==> src/rtl/regfile_wb_arbiter_if.sv <==
// Writeback bus between the execute/memory stages, decode and the register-file
// write-port arbiter.
//   alu_*      : ALU result source (valid/rd/data in, ready back)
//   mem_*      : load result source (valid/rd/data in, ready back)
//   issue_*    : decode notifies an issued instruction that writes issue_rd
//   rf_*       : registered register-file write port
//   pending    : per-register outstanding-write scoreboard
//   byp_*      : optional same-cycle read bypass (RF_WB_BYPASS_EN)
// Modports: master = sources/decode/register-file side, slave = the arbiter.
interface regfile_wb_arbiter_if;
    localparam int unsigned REG_AW   = 5;
    localparam int unsigned DATA_W   = 32;
    localparam int unsigned NUM_REGS = 32;

    logic                alu_valid;
    logic [REG_AW-1:0]   alu_rd;
    logic [DATA_W-1:0]   alu_data;
    logic                alu_ready;

    logic                mem_valid;
    logic [REG_AW-1:0]   mem_rd;
    logic [DATA_W-1:0]   mem_data;
    logic                mem_ready;

    logic                issue_valid;
    logic [REG_AW-1:0]   issue_rd;

    logic                rf_we;
    logic [REG_AW-1:0]   rf_waddr;
    logic [DATA_W-1:0]   rf_wdata;
    logic [NUM_REGS-1:0] pending;

`ifdef RF_WB_BYPASS_EN
    logic [REG_AW-1:0]   byp_rs1;
    logic [REG_AW-1:0]   byp_rs2;
    logic                byp_hit1;
    logic                byp_hit2;
    logic [DATA_W-1:0]   byp_data1;
    logic [DATA_W-1:0]   byp_data2;

    modport master (
        output alu_valid, alu_rd, alu_data, input alu_ready,
        output mem_valid, mem_rd, mem_data, input mem_ready,
        output issue_valid, issue_rd,
        input  rf_we, rf_waddr, rf_wdata, pending,
        output byp_rs1, byp_rs2,
        input  byp_hit1, byp_hit2, byp_data1, byp_data2
    );

    modport slave (
        input  alu_valid, alu_rd, alu_data, output alu_ready,
        input  mem_valid, mem_rd, mem_data, output mem_ready,
        input  issue_valid, issue_rd,
        output rf_we, rf_waddr, rf_wdata, pending,
        input  byp_rs1, byp_rs2,
        output byp_hit1, byp_hit2, byp_data1, byp_data2
    );
`else
    modport master (
        output alu_valid, alu_rd, alu_data, input alu_ready,
        output mem_valid, mem_rd, mem_data, input mem_ready,
        output issue_valid, issue_rd,
        input  rf_we, rf_waddr, rf_wdata, pending
    );

    modport slave (
        input  alu_valid, alu_rd, alu_data, output alu_ready,
        input  mem_valid, mem_rd, mem_data, output mem_ready,
        input  issue_valid, issue_rd,
        output rf_we, rf_waddr, rf_wdata, pending
    );
`endif
endinterface

==> src/rtl/regfile_wb_arbiter.sv <==
// Register-file writeback arbiter.
// Shares the single register-file write port between the ALU and load
// writeback sources: load has fixed priority, but an ALU result refused for
// MAX_WAIT consecutive cycles wins the next arbitration. Accepted results pass
// through one registered write stage to the rf_* port. A 32-entry pending-write
// scoreboard (set at issue, cleared the cycle after the register-file write)
// lets decode stall on RAW/WAW hazards.
// Ports:
//   clk    : clock, rising edge
//   rst_n  : asynchronous active-low reset
//   bus    : regfile_wb_arbiter_if.slave (alu_*, mem_*, issue_*, rf_*, pending,
//            and byp_* when RF_WB_BYPASS_EN is defined)
// Parameter: MAX_WAIT (1..255) ALU refusal cycles before it is forced through.
// Optional feature macro: RF_WB_BYPASS_EN (combinational read bypass of the
// value currently on the write port).
module regfile_wb_arbiter #(
    parameter int unsigned MAX_WAIT = 3
) (
    input  logic                  clk,
    input  logic                  rst_n,
    regfile_wb_arbiter_if.slave   bus
);
    localparam int unsigned REG_AW   = 5;
    localparam int unsigned DATA_W   = 32;
    localparam int unsigned NUM_REGS = 32;
    localparam int unsigned CNT_W    = 8;

    logic [CNT_W-1:0]    wait_cnt;
    logic                alu_starved;
    logic                alu_grant;
    logic                mem_grant;
    logic                alu_xfer;
    logic                mem_xfer;
    logic                wb_fire;
    logic [REG_AW-1:0]   wb_rd;
    logic [DATA_W-1:0]   wb_data;

    logic                rf_we_q;
    logic [REG_AW-1:0]   rf_waddr_q;
    logic [DATA_W-1:0]   rf_wdata_q;
    logic [NUM_REGS-1:0] pending_q;
    logic [NUM_REGS-1:0] pending_nxt;

    // Grant: load first unless the ALU has been refused MAX_WAIT cycles.
    always_comb begin
        alu_starved = (wait_cnt == CNT_W'(MAX_WAIT));
        mem_grant   = bus.mem_valid && !(bus.alu_valid && alu_starved);
        alu_grant   = bus.alu_valid && (!bus.mem_valid || alu_starved);
        alu_xfer    = alu_grant && rst_n;
        mem_xfer    = mem_grant && rst_n;
        wb_fire     = alu_xfer || mem_xfer;
        wb_rd       = alu_xfer ? bus.alu_rd   : bus.mem_rd;
        wb_data     = alu_xfer ? bus.alu_data : bus.mem_data;
    end

    assign bus.alu_ready = alu_xfer;
    assign bus.mem_ready = mem_xfer;

    // Starvation counter: counts refused ALU cycles, saturating at MAX_WAIT.
    always_ff @(posedge clk or negedge rst_n) begin
        if (!rst_n) begin
            wait_cnt <= '0;
        end else if (!bus.alu_valid || alu_xfer) begin
            wait_cnt <= '0;
        end else if (!alu_starved) begin
            wait_cnt <= wait_cnt + CNT_W'(1);
        end
    end

    // Write stage: one-cycle pulse per transfer; x0 writes are swallowed.
    always_ff @(posedge clk or negedge rst_n) begin
        if (!rst_n) begin
            rf_we_q    <= 1'b0;
            rf_waddr_q <= '0;
            rf_wdata_q <= '0;
        end else if (wb_fire) begin
            if (wb_rd != '0) begin
                rf_we_q    <= 1'b1;
                rf_waddr_q <= wb_rd;
                rf_wdata_q <= wb_data;
            end else begin
                rf_we_q    <= 1'b0;
                rf_waddr_q <= '0;
                rf_wdata_q <= '0;
            end
        end else begin
            rf_we_q <= 1'b0;
        end
    end

    // Scoreboard next state: a new issue beats the retiring write on the same register.
    always_comb begin
        pending_nxt = pending_q;
        for (int unsigned i = 1; i < NUM_REGS; i++) begin
            if (bus.issue_valid && (bus.issue_rd == REG_AW'(i))) begin
                pending_nxt[i] = 1'b1;
            end else if (rf_we_q && (rf_waddr_q == REG_AW'(i))) begin
                pending_nxt[i] = 1'b0;
            end
        end
        pending_nxt[0] = 1'b0;
    end

    always_ff @(posedge clk or negedge rst_n) begin
        if (!rst_n) begin
            pending_q <= '0;
        end else begin
            pending_q <= pending_nxt;
        end
    end

    assign bus.rf_we    = rf_we_q;
    assign bus.rf_waddr = rf_waddr_q;
    assign bus.rf_wdata = rf_wdata_q;
    assign bus.pending  = pending_q;

`ifdef RF_WB_BYPASS_EN
    // Same-cycle bypass of the value on the write port; x0 never hits.
    always_comb begin
        bus.byp_hit1  = rf_we_q && (rf_waddr_q == bus.byp_rs1) && (bus.byp_rs1 != '0);
        bus.byp_hit2  = rf_we_q && (rf_waddr_q == bus.byp_rs2) && (bus.byp_rs2 != '0);
        bus.byp_data1 = bus.byp_hit1 ? rf_wdata_q : '0;
        bus.byp_data2 = bus.byp_hit2 ? rf_wdata_q : '0;
    end
`endif

endmodule

==> src/flat_wrapper.sv <==
// flat-port wrapper written by rule: the top's interface ports become plain ports
module regfile_wb_arbiter_flat 
#(
    parameter int unsigned MAX_WAIT = 3
)
  (clk, rst_n, bus_alu_valid, bus_alu_rd, bus_alu_data, bus_alu_ready, bus_mem_valid, bus_mem_rd, bus_mem_data, bus_mem_ready, bus_issue_valid, bus_issue_rd, bus_rf_we, bus_rf_waddr, bus_rf_wdata, bus_pending);
  regfile_wb_arbiter_if bus_i ();
  input  logic clk;
  input  logic rst_n;
  input wire logic [$bits(bus_i.alu_valid)-1:0] bus_alu_valid;
  input wire logic [$bits(bus_i.alu_rd)-1:0] bus_alu_rd;
  input wire logic [$bits(bus_i.alu_data)-1:0] bus_alu_data;
  output wire logic [$bits(bus_i.alu_ready)-1:0] bus_alu_ready;
  input wire logic [$bits(bus_i.mem_valid)-1:0] bus_mem_valid;
  input wire logic [$bits(bus_i.mem_rd)-1:0] bus_mem_rd;
  input wire logic [$bits(bus_i.mem_data)-1:0] bus_mem_data;
  output wire logic [$bits(bus_i.mem_ready)-1:0] bus_mem_ready;
  input wire logic [$bits(bus_i.issue_valid)-1:0] bus_issue_valid;
  input wire logic [$bits(bus_i.issue_rd)-1:0] bus_issue_rd;
  output wire logic [$bits(bus_i.rf_we)-1:0] bus_rf_we;
  output wire logic [$bits(bus_i.rf_waddr)-1:0] bus_rf_waddr;
  output wire logic [$bits(bus_i.rf_wdata)-1:0] bus_rf_wdata;
  output wire logic [$bits(bus_i.pending)-1:0] bus_pending;
  assign bus_i.alu_valid = bus_alu_valid;
  assign bus_i.alu_rd = bus_alu_rd;
  assign bus_i.alu_data = bus_alu_data;
  assign bus_alu_ready = bus_i.alu_ready;
  assign bus_i.mem_valid = bus_mem_valid;
  assign bus_i.mem_rd = bus_mem_rd;
  assign bus_i.mem_data = bus_mem_data;
  assign bus_mem_ready = bus_i.mem_ready;
  assign bus_i.issue_valid = bus_issue_valid;
  assign bus_i.issue_rd = bus_issue_rd;
  assign bus_rf_we = bus_i.rf_we;
  assign bus_rf_waddr = bus_i.rf_waddr;
  assign bus_rf_wdata = bus_i.rf_wdata;
  assign bus_pending = bus_i.pending;
  regfile_wb_arbiter #(.MAX_WAIT(MAX_WAIT)) u_core (.clk(clk), .rst_n(rst_n), .bus(bus_i));
endmodule
==> config.mk <==
export PLATFORM = sky130hd
export DESIGN_NAME = regfile_wb_arbiter_flat
export DESIGN_NICKNAME = d
export VERILOG_FILES = /design/src/rtl/regfile_wb_arbiter_if.sv /design/src/rtl/regfile_wb_arbiter.sv /design/src/flat_wrapper.sv
export SDC_FILE = /design/constraint.sdc
export NUM_CORES = 1
export LEC_CHECK = 0
export ABC_AREA = 1
export CAP_MARGIN = 5
export CORE_ASPECT_RATIO = 0.9
export CORE_MARGIN = 4
export CORE_UTILIZATION = 45
export CTS_BUF_LIST = sky130_fd_sc_hd__clkbuf_2 sky130_fd_sc_hd__clkbuf_4 sky130_fd_sc_hd__clkbuf_8
export CTS_CLUSTER_SIZE = 10
export DETAILED_ROUTE_END_ITERATION = 7
export PLACE_DENSITY_LB_ADDON = 0.1
export SLEW_MARGIN = 20
export SYNTH_ARGS = -nofsm -noshare
export SYNTH_HDL_FRONTEND = slang
export SYNTH_SLANG_ARGS = --single-unit
==> constraint.sdc <==
create_clock -name clk -period 4.5 [get_ports clk]
set_input_delay 1.35 -clock clk [delete_from_list [all_inputs] [get_ports clk]]
set_output_delay 1.35 -clock clk [all_outputs]
set_load 0.1 [all_outputs]
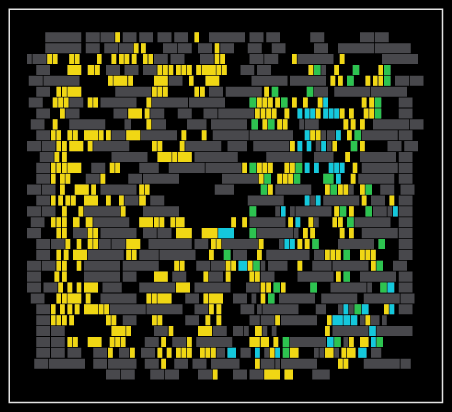
**Above:** run 1 (gate families picked out).
(4 px per um)
Key: NAND gates = yellow [cells 317, where widely spread]; NOR gates = cyan [cells 41]; inverting AOI/OAI gates = green [cells 44]
Top cell excl fill/tap: sky130_fd_sc_hd__nand2_1
Final Instance Count excl. Fillers: 809
logic share of the area: 31.4%

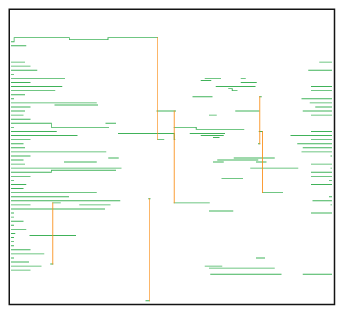
**Above:** run 1 (signal wires by layer).
(3 px per um) Two of the layers only.
Key: metal 4 = orange [wire length 155 um]; metal 3 = green [wire length 1070 um]
Wirelength per Cell: 14.0 um
number of vias in the routed layout: 3929
combined global-route utilization of all metal layers: 22.0%
DRT Wirelength: 11.3 mm

==> changes_impl.md, run 1 <==
## Implementation

- Worst path arrival time: 2480 ps
- Count of antenna-violating nets left after detailed routing: 0
- Xor/xnor cell area share of the yosys netlist: 0%
- Flops & latches, synth: 77
- Stages on worst setup path: 5
- Most frequent cells after synthesis: sky130_fd_sc_hd__nand2_1, sky130_fd_sc_hd__dfrtp_1, sky130_fd_sc_hd__o21ai_0, sky130_fd_sc_hd__nor2_1, sky130_fd_sc_hd__nand3_2
- Number of antenna repair diodes: 0
- Crit Path Category: in2out
- Transition time at the pin with the least slew margin: 1110 ps
- Port Buffers: 154
- Number of buffers inserted by post-CTS setup repair: 0
- Syn nets: just over 600
- Launching instance or port of the critical path: bus_alu_valid
- Initial core utilization: a little under half
- Net switching power figure: 2.01 mW
- Sw Ratio: around 53%
- Area delta synth->final: 46.1%
- Number of rows created at floorplan: 32
- Initial antenna violation count: 0
- Flip-flops: 77
- Top routing layer in use: met4
- Internal power: roughly 1.8 mW
- Number of hold buffers added after CTS: 0
- Dominant combinational family: simple AND/OR/NAND/NOR gates
- R2R Setup Slk: approximately 2000 ps
- Met3 track utilization from global routing: 8.00%
- Max-cap violations: 0
- I/O pin total: 156
- Clock buffer count in the final layout: 10
- Number of violations reported at the end of detailed-routing iteration 0: 193
- Global-route wire length before repair: ~19 mm
- Total met3 wirelength after detailed routing: 1.07 mm
- Leading power group: combinational cells
- Fraction of area in registers: 32.6%
- Distinct lib cells used: 29
- Sinks on the clock net: 77
- Top cell type by instance count after synthesis: sky130_fd_sc_hd__nand2_1
- Area fraction in and, or, nand and nor cells: about two fifths
- Peak ir drop on the vdd network: 452 uV
- Asr flop ratio synth: 100%
- Tally of OpenROAD warnings: 26
- DRC violations left: 0
- Aggregate global routing overflow: 0
- Area of the core: ~0.0086 mm^2
- Clock latency on the worst-skew pair: 340 ps
- Max reg flops: 32
- Vias per Instance: 4.86
- Post-route minimum period: 3830 ps
- Summed standard-cell area reported by yosys: approximately 0.0040 mm^2
- Placed standard-cell area: 0.00565 mm^2
- Iteration tally of the first detailed-router pass: 5
- Power attributed to combinational cells: 2.10 mW
- Mux cell area share: 0%
- Count of multi-input gates: a little over 400
- Cell family with most CP delay: buffers and inverters
- Status: complete, no violations
- Utilization after layout: 68.3%
- Post-detail-place hpwl: 8.30 mm
- Largest cells by area: sky130_fd_sc_hd__dfrtp_1, sky130_fd_sc_hd__nand2_1, sky130_fd_sc_hd__nand3_2
- Largest buffer count on any clock path: 2
- Mapped Cells: 538
- Plain + repair buffers: 159
- NonClk Buf Share: 27.0%
- Post-cts sizing count: 0
- Compound Share, Synth: around 5.7%
- Clock network power share: a little under a fifth
- Die Area: between 0.01 and 0.015 mm^2
- Class of the tightest hold or removal check: reg2reg
- Post-synthesis sequential area ratio: 47.6%
- Startpoint kind of the worst setup timing path: input port
- Commonest non-fill, non-tap cells in the layout: sky130_fd_sc_hd__nand2_1, sky130_fd_sc_hd__clkdlybuf4s50_1, sky130_fd_sc_hd__dfrtp_1
- Reg2reg end: u_core.bus.rf_wdata[3]
- Wire length on met2: 5.54 mm
- Yosys Warn Count: 0
- Combinational share of power: between 50% and 60%
- Root buf cell: sky130_fd_sc_hd__clkbuf_8
- Accumulated negative setup slack: 0 ps
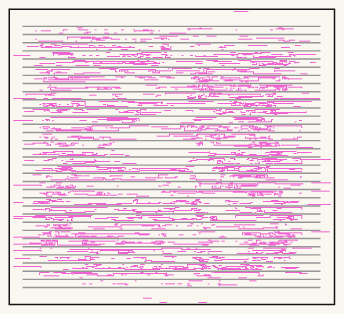
**Above:** run 1 (metal 1).
(3 px per um) Supply wires on this layer in gray.
The layer holds 40% of the routed length. The layer carries 4540 um of wire. The longest straight run is 30.8 um. The wires run mostly horizontal. 657 nets have wire on it.
GR Layer Usage met1: 27.6%

==> inputs of run 2 (changes only) <==
--- a/config.mk
+++ b/config.mk
@@ -13,8 +13,8 @@
 export CTS_BUF_LIST = sky130_fd_sc_hd__clkbuf_2 sky130_fd_sc_hd__clkbuf_4 sky130_fd_sc_hd__clkbuf_8
 export CTS_CLUSTER_SIZE = 10
 export DETAILED_ROUTE_END_ITERATION = 7
+export HOLD_SLACK_MARGIN = 0.05
 export PLACE_DENSITY_LB_ADDON = 0.1
-export SLEW_MARGIN = 20
 export SYNTH_ARGS = -nofsm -noshare
 export SYNTH_HDL_FRONTEND = slang
 export SYNTH_SLANG_ARGS = --single-unit
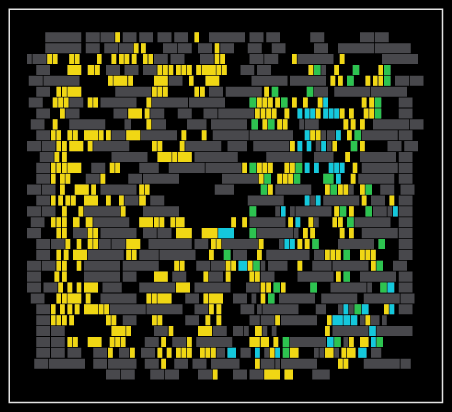
**Above:** run 2 (gate families picked out).
(4 px per um)
Key: NOR gates = cyan [cells 41]; NAND gates = yellow [cells 317, where widely spread]; inverting AOI/OAI gates = green [cells 44]

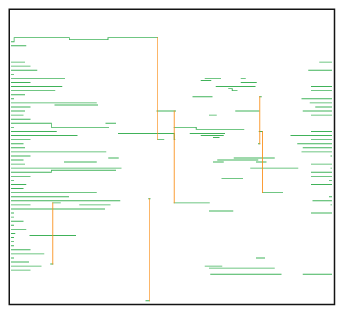
**Above:** run 2 (signal wires by layer).
(3 px per um) Two of the layers only.
Key: metal 4 = orange [wire length 155 um]; metal 3 = green [wire length 1070 um]

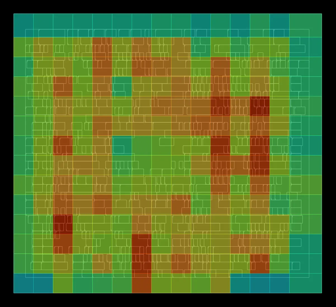
**Above:** run 2 (congestion heat map).
met3 track utilization from global routing: 8.00%
utilization after layout: 68.3%
global routing usage on met2: 36.1%

==> run 2 against run 1 <==
Compared with the run above: cell area is the same; fmax is the same; register-to-register slack is essentially flat; clock skew is the same; synthesized area is the same; wire length is the same; critical path depth is the same; die area is the same; critical endpoint unchanged; largest power group unchanged.
==> changes_impl.md, run 2 <==
## Implementation

- Cell family with most CP delay: buffers and inverters (unchanged)
- Distinct lib cells used: 29 (unchanged)
- Number of antenna repair diodes: 0 (unchanged)
- Commonest non-fill, non-tap cells in the layout: sky130_fd_sc_hd__nand2_1, sky130_fd_sc_hd__clkdlybuf4s50_1, sky130_fd_sc_hd__dfrtp_1 (unchanged)
- Number of hold buffers added after CTS: 0 (unchanged)
- Mapped Cells: 538 (unchanged)
- Wirelength per Cell: 14.0 um (unchanged)
- NonClk Buf Share: 27.0% (unchanged)
- Sw Ratio: 53.3% (unchanged)
- Combinational share of power: 55.8% (about the same)
- Initial core utilization: 46.8% (unchanged)
- Global-route wire length before repair: 18.6 mm (unchanged)
- Area fraction in and, or, nand and nor cells: 39.7% (unchanged)
- GR Layer Usage met1: 27.6% (unchanged)
- Count of multi-input gates: 407 (unchanged)
- Summed standard-cell area reported by yosys: 0.00405 mm^2 (unchanged)
- Transition time at the pin with the least slew margin: 1110 ps (unchanged)
- I/O pin total: 156 (unchanged)
- Launching instance or port of the critical path: bus_alu_valid (unchanged)
- Status: complete, no violations (unchanged)
- Total met3 wirelength after detailed routing: 1.07 mm (unchanged)
- Iteration tally of the first detailed-router pass: 5 (unchanged)
- Fraction of area in registers: 32.6% (unchanged)
- Syn nets: 623 (unchanged)
- Number of violations reported at the end of detailed-routing iteration 0: 193 (unchanged)
- Mux cell area share: 0% (unchanged)
- Top cell type by instance count after synthesis: sky130_fd_sc_hd__nand2_1 (unchanged)
- Post-route minimum period: 3830 ps (unchanged)
- Xor/xnor cell area share of the yosys netlist: 0% (unchanged)
- Die Area: 0.0106 mm^2 (unchanged)
- Port Buffers: 154 (unchanged)
- DRC violations left: 0 (unchanged)
- Top routing layer in use: met4 (unchanged)
- Reg2reg end: u_core.bus.rf_wdata[3] (unchanged)
- Final Instance Count excl. Fillers: 809 (unchanged)
- Class of the tightest hold or removal check: reg2reg (unchanged)
- Startpoint kind of the worst setup timing path: input port (unchanged)
- Sinks on the clock net: 77 (unchanged)
- Power attributed to combinational cells: 2.10 mW (about the same)
- Clock network power share: 18.2% (about the same)
- Vias per Instance: 4.86 (unchanged)
- Max reg flops: 32 (unchanged)
- Yosys Warn Count: 0 (unchanged)
- Wire length on met2: 5.54 mm (unchanged)
- Largest cells by area: sky130_fd_sc_hd__dfrtp_1, sky130_fd_sc_hd__nand2_1, sky130_fd_sc_hd__nand3_2 (unchanged)
- Flip-flops: 77 (unchanged)
- Number of rows created at floorplan: 32 (unchanged)
- Clock buffer count in the final layout: 10 (unchanged)
- Most frequent cells after synthesis: sky130_fd_sc_hd__nand2_1, sky130_fd_sc_hd__dfrtp_1, sky130_fd_sc_hd__o21ai_0, sky130_fd_sc_hd__nor2_1, sky130_fd_sc_hd__nand3_2 (unchanged)
- Clock latency on the worst-skew pair: 340 ps (about the same)
- Area of the core: 0.00865 mm^2 (unchanged)
- Logic share of the area: 31.4% (unchanged)
- Peak ir drop on the vdd network: 452 uV (unchanged)
- Aggregate global routing overflow: 0 (unchanged)
- Largest buffer count on any clock path: 2 (unchanged)
- Flops & latches, synth: 77 (unchanged)
- Compound Share, Synth: 5.69% (unchanged)
- Leading power group: combinational cells (unchanged)
- Crit Path Category: in2out (unchanged)
- Dominant combinational family: simple AND/OR/NAND/NOR gates (unchanged)
==> inputs of run 3 (changes only) <==
--- a/config.mk
+++ b/config.mk
@@ -15,6 +15,7 @@
 export DETAILED_ROUTE_END_ITERATION = 7
 export HOLD_SLACK_MARGIN = 0.05
 export PLACE_DENSITY_LB_ADDON = 0.1
+export SLEW_MARGIN = 10
 export SYNTH_ARGS = -nofsm -noshare
 export SYNTH_HDL_FRONTEND = slang
 export SYNTH_SLANG_ARGS = --single-unit
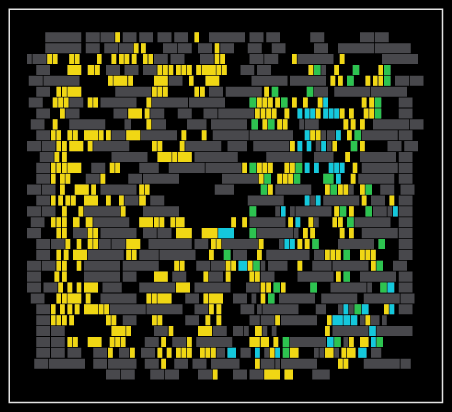
**Above:** run 3 (gate families picked out).
(4 px per um)
Key: inverting AOI/OAI gates = green [cells 44]; NOR gates = cyan [cells 41]; NAND gates = yellow [cells 317, where widely spread]

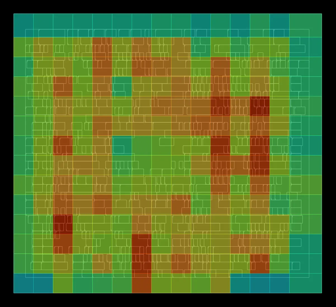
**Above:** run 3 (congestion heat map).
GR peak layer: met2

==> run 3 against run 2 <==
Compared with the run above: wire length stayed put; largest power group unchanged; clock skew stayed put; core utilization stayed put; highest routed layer unchanged; flip-flop count stayed put.
==> changes_impl.md, run 3 <==
## Implementation

- Status: complete, no violations (unchanged)
- Required time reported for the critical path endpoint: 3150 ps (about the same)
- Class of the tightest hold or removal check: reg2reg (unchanged)
- Worst path arrival time: 2480 ps (about the same)
- Combinational share of power: 55.8% (about the same)
- I/O pin total: 156 (unchanged)
- Peak ir drop on the vdd network: 452 uV (unchanged)
- Final hold viol count: 0 (unchanged)
- Top cell excl fill/tap: sky130_fd_sc_hd__nand2_1 (unchanged)
- Most frequent cells after synthesis: sky130_fd_sc_hd__nand2_1, sky130_fd_sc_hd__dfrtp_1, sky130_fd_sc_hd__o21ai_0, sky130_fd_sc_hd__nor2_1, sky130_fd_sc_hd__nand3_2 (unchanged)
- Wirelength per Cell: 14.0 um (unchanged)
- Cell family with most CP delay: buffers and inverters (unchanged)
- Sinks on the clock net: 77 (unchanged)
- Initial antenna violation count: 0 (unchanged)
- Xor/xnor cell area share of the yosys netlist: 0% (unchanged)
- Number of antenna repair diodes: 0 (unchanged)
- Total met3 wirelength after detailed routing: 1.07 mm (unchanged)
- Cell Area, Synth: 0.00405 mm^2 (unchanged)
- Post-synthesis sequential area ratio: 47.6% (unchanged)
- Iteration tally of the first detailed-router pass: 5 (unchanged)
- Count of flip-flops with a built-in enable after synthesis: 0 (unchanged)
- Root buf cell: sky130_fd_sc_hd__clkbuf_8 (unchanged)
- Crit Path Category: in2out (unchanged)
- Number of hold buffers added after CTS: 0 (unchanged)
- NonClk Buf Share: 27.0% (unchanged)
- Logic share of the area: 31.4% (unchanged)
- Post-synthesis cell type with the largest combined area: sky130_fd_sc_hd__dfrtp_1 (unchanged)
- DRC violations left: 0 (unchanged)
- Final Instance Count excl. Fillers: 809 (unchanged)
- Aggregate global routing overflow: 0 (unchanged)
- Mapped Cells: 538 (unchanged)
- Stages on worst setup path: 5 (unchanged)
- Placed standard-cell area: 0.00565 mm^2 (unchanged)
- Asr flop ratio synth: 100% (unchanged)
- Top routing layer in use: met4 (unchanged)
- Die span in y: 97.9 um (unchanged)
- Timing endpoint of the critical path: bus_mem_ready (unchanged)
- Area of the core: 0.00865 mm^2 (unchanged)
- Startpoint kind of the worst setup timing path: input port (unchanged)
- Global-route wire length before repair: 18.6 mm (unchanged)
- Area fraction in and, or, nand and nor cells: 39.7% (unchanged)
- Yosys Warn Count: 0 (unchanged)
- Sw Ratio: 53.3% (unchanged)
- Number of vias in the routed layout: 3929 (unchanged)
- Max reg flops: 32 (unchanged)
- Largest buffer count on any clock path: 2 (unchanged)
- Initial core utilization: 46.8% (unchanged)
- Wire length on met2: 5.54 mm (unchanged)
- Port Buffers: 154 (unchanged)
- Launching instance or port of the critical path: bus_alu_valid (unchanged)
- Distinct lib cells used: 29 (unchanged)
- Internal power: 1.76 mW (unchanged)
- Summed standard-cell area reported by yosys: 0.00405 mm^2 (unchanged)
- Global routing usage on met2: 36.1% (unchanged)
- Area delta synth->final: 46.1% (unchanged)
- Area used by multi-input combinational logic: 0.00185 mm^2 (unchanged)
- DRT Wirelength: 11.3 mm (unchanged)
- Dominant combinational family: simple AND/OR/NAND/NOR gates (unchanged)
- RSZ-0062 raised after global routing: no (unchanged)
- Destination of the worst hold path: u_core.bus.rf_wdata[29] (unchanged)
- Max-cap violations: 0 (unchanged)
- Cell type of the slowest stage on the worst timing path: sky130_fd_sc_hd__clkdlybuf4s50_1 (unchanged)
- Number of violations reported at the end of detailed-routing iteration 0: 193 (unchanged)
- Count of antenna-violating nets left after detailed routing: 0 (unchanged)
- Leading power group: combinational cells (unchanged)
- Top flip-flop cell by instance count after synthesis: sky130_fd_sc_hd__dfrtp_1 (unchanged)
- Compound Share, Synth: 5.69% (unchanged)
- Largest cells by area: sky130_fd_sc_hd__dfrtp_1, sky130_fd_sc_hd__nand2_1, sky130_fd_sc_hd__nand3_2 (unchanged)
- Utilization after layout: 68.3% (unchanged)
- Clock latency on the worst-skew pair: 340 ps (about the same)
- R2R Setup Slk: 2040 ps (about the same)
- Number of rows created at floorplan: 32 (unchanged)
- Post-route minimum period: 3830 ps (unchanged)
- Fraction of area in clock buffers and inverters: 4.49% (unchanged)
- Net switching power figure: 2.01 mW (unchanged)
- Post-cts sizing count: 0 (unchanged)
- Hold Slack: 482 ps (unchanged)
- Power drawn by the clock network: 0.687 mW (about the same)
- Die Area: 0.0106 mm^2 (unchanged)
- Total cells reported by yosys after synthesis: 538 (unchanged)
- Commonest non-fill, non-tap cells in the layout: sky130_fd_sc_hd__nand2_1, sky130_fd_sc_hd__clkdlybuf4s50_1, sky130_fd_sc_hd__dfrtp_1 (unchanged)
- Power attributed to combinational cells: 2.10 mW (about the same)
- Accumulated negative setup slack: 0 ps (unchanged)
- Clock network power share: 18.2% (about the same)
- Routed length on met1: 4.54 mm (unchanged)
- Die width: 108 um (unchanged)
- Combined global-route utilization of all metal layers: 22.0% (unchanged)
- Syn nets: 623 (unchanged)
- Flip-flops: 77 (unchanged)
- Post-detail-place hpwl: 8.30 mm (unchanged)
- Maximum number of pins on one net before global-route repair: 79 (unchanged)
- Mux cell area share: 0% (unchanged)
- Total area of sequential cells: 0.00193 mm^2 (unchanged)
- Top cell type by instance count after synthesis: sky130_fd_sc_hd__nand2_1 (unchanged)
- Fraction of area in registers: 32.6% (unchanged)
- Plain + repair buffers: 159 (unchanged)
- GR Layer Usage met1: 27.6% (unchanged)
- Reg clk slew, reported paths: 80 ps (about the same)
- Source of the worst register-to-register timing path: u_core.wait_cnt[0] (unchanged)
- Tally of OpenROAD warnings: 26 (unchanged)
- Number of buffers inserted by post-CTS setup repair: 0 (unchanged)
- Met3 track utilization from global routing: 8.00% (unchanged)
- Dominant kind of cell: flip-flops and latches (unchanged)
- Vias per Instance: 4.86 (unchanged)
- Clock buffer count in the final layout: 10 (unchanged)
- Transition time at the pin with the least slew margin: 1110 ps (unchanged)
- Reg2reg end: u_core.bus.rf_wdata[3] (unchanged)
- Area of all placed cells without fillers: 0.00591 mm^2 (unchanged)
- Count of multi-input gates: 407 (unchanged)
- Flops & latches, synth: 77 (unchanged)
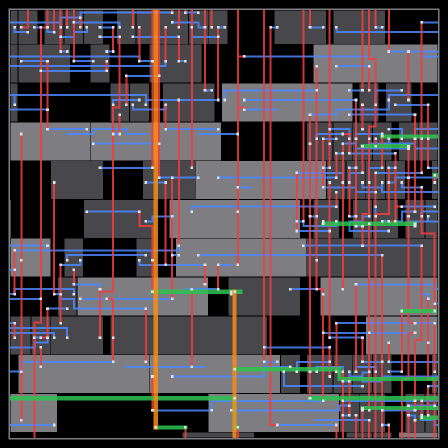
**Above:** run 3 (zoomed window).
Region (39, 54) to (69, 84) um. Cells in gray, sequential cells in the stronger gray; small squares are vias.
Key: metal 2 = red; metal 3 = green; metal 4 = orange; metal 1 = blue
Most frequent: nand2_1 (33), dfrtp_1 (13), o21ai_0 (7). 66 logic cells have their middle in the window. Sequential cells in the window: 13. Netlist names of flops here include u_core.bus.pending (9), u_core.bus.rf_wdata (4).

Power is estimated from default activity; no workload was simulated.
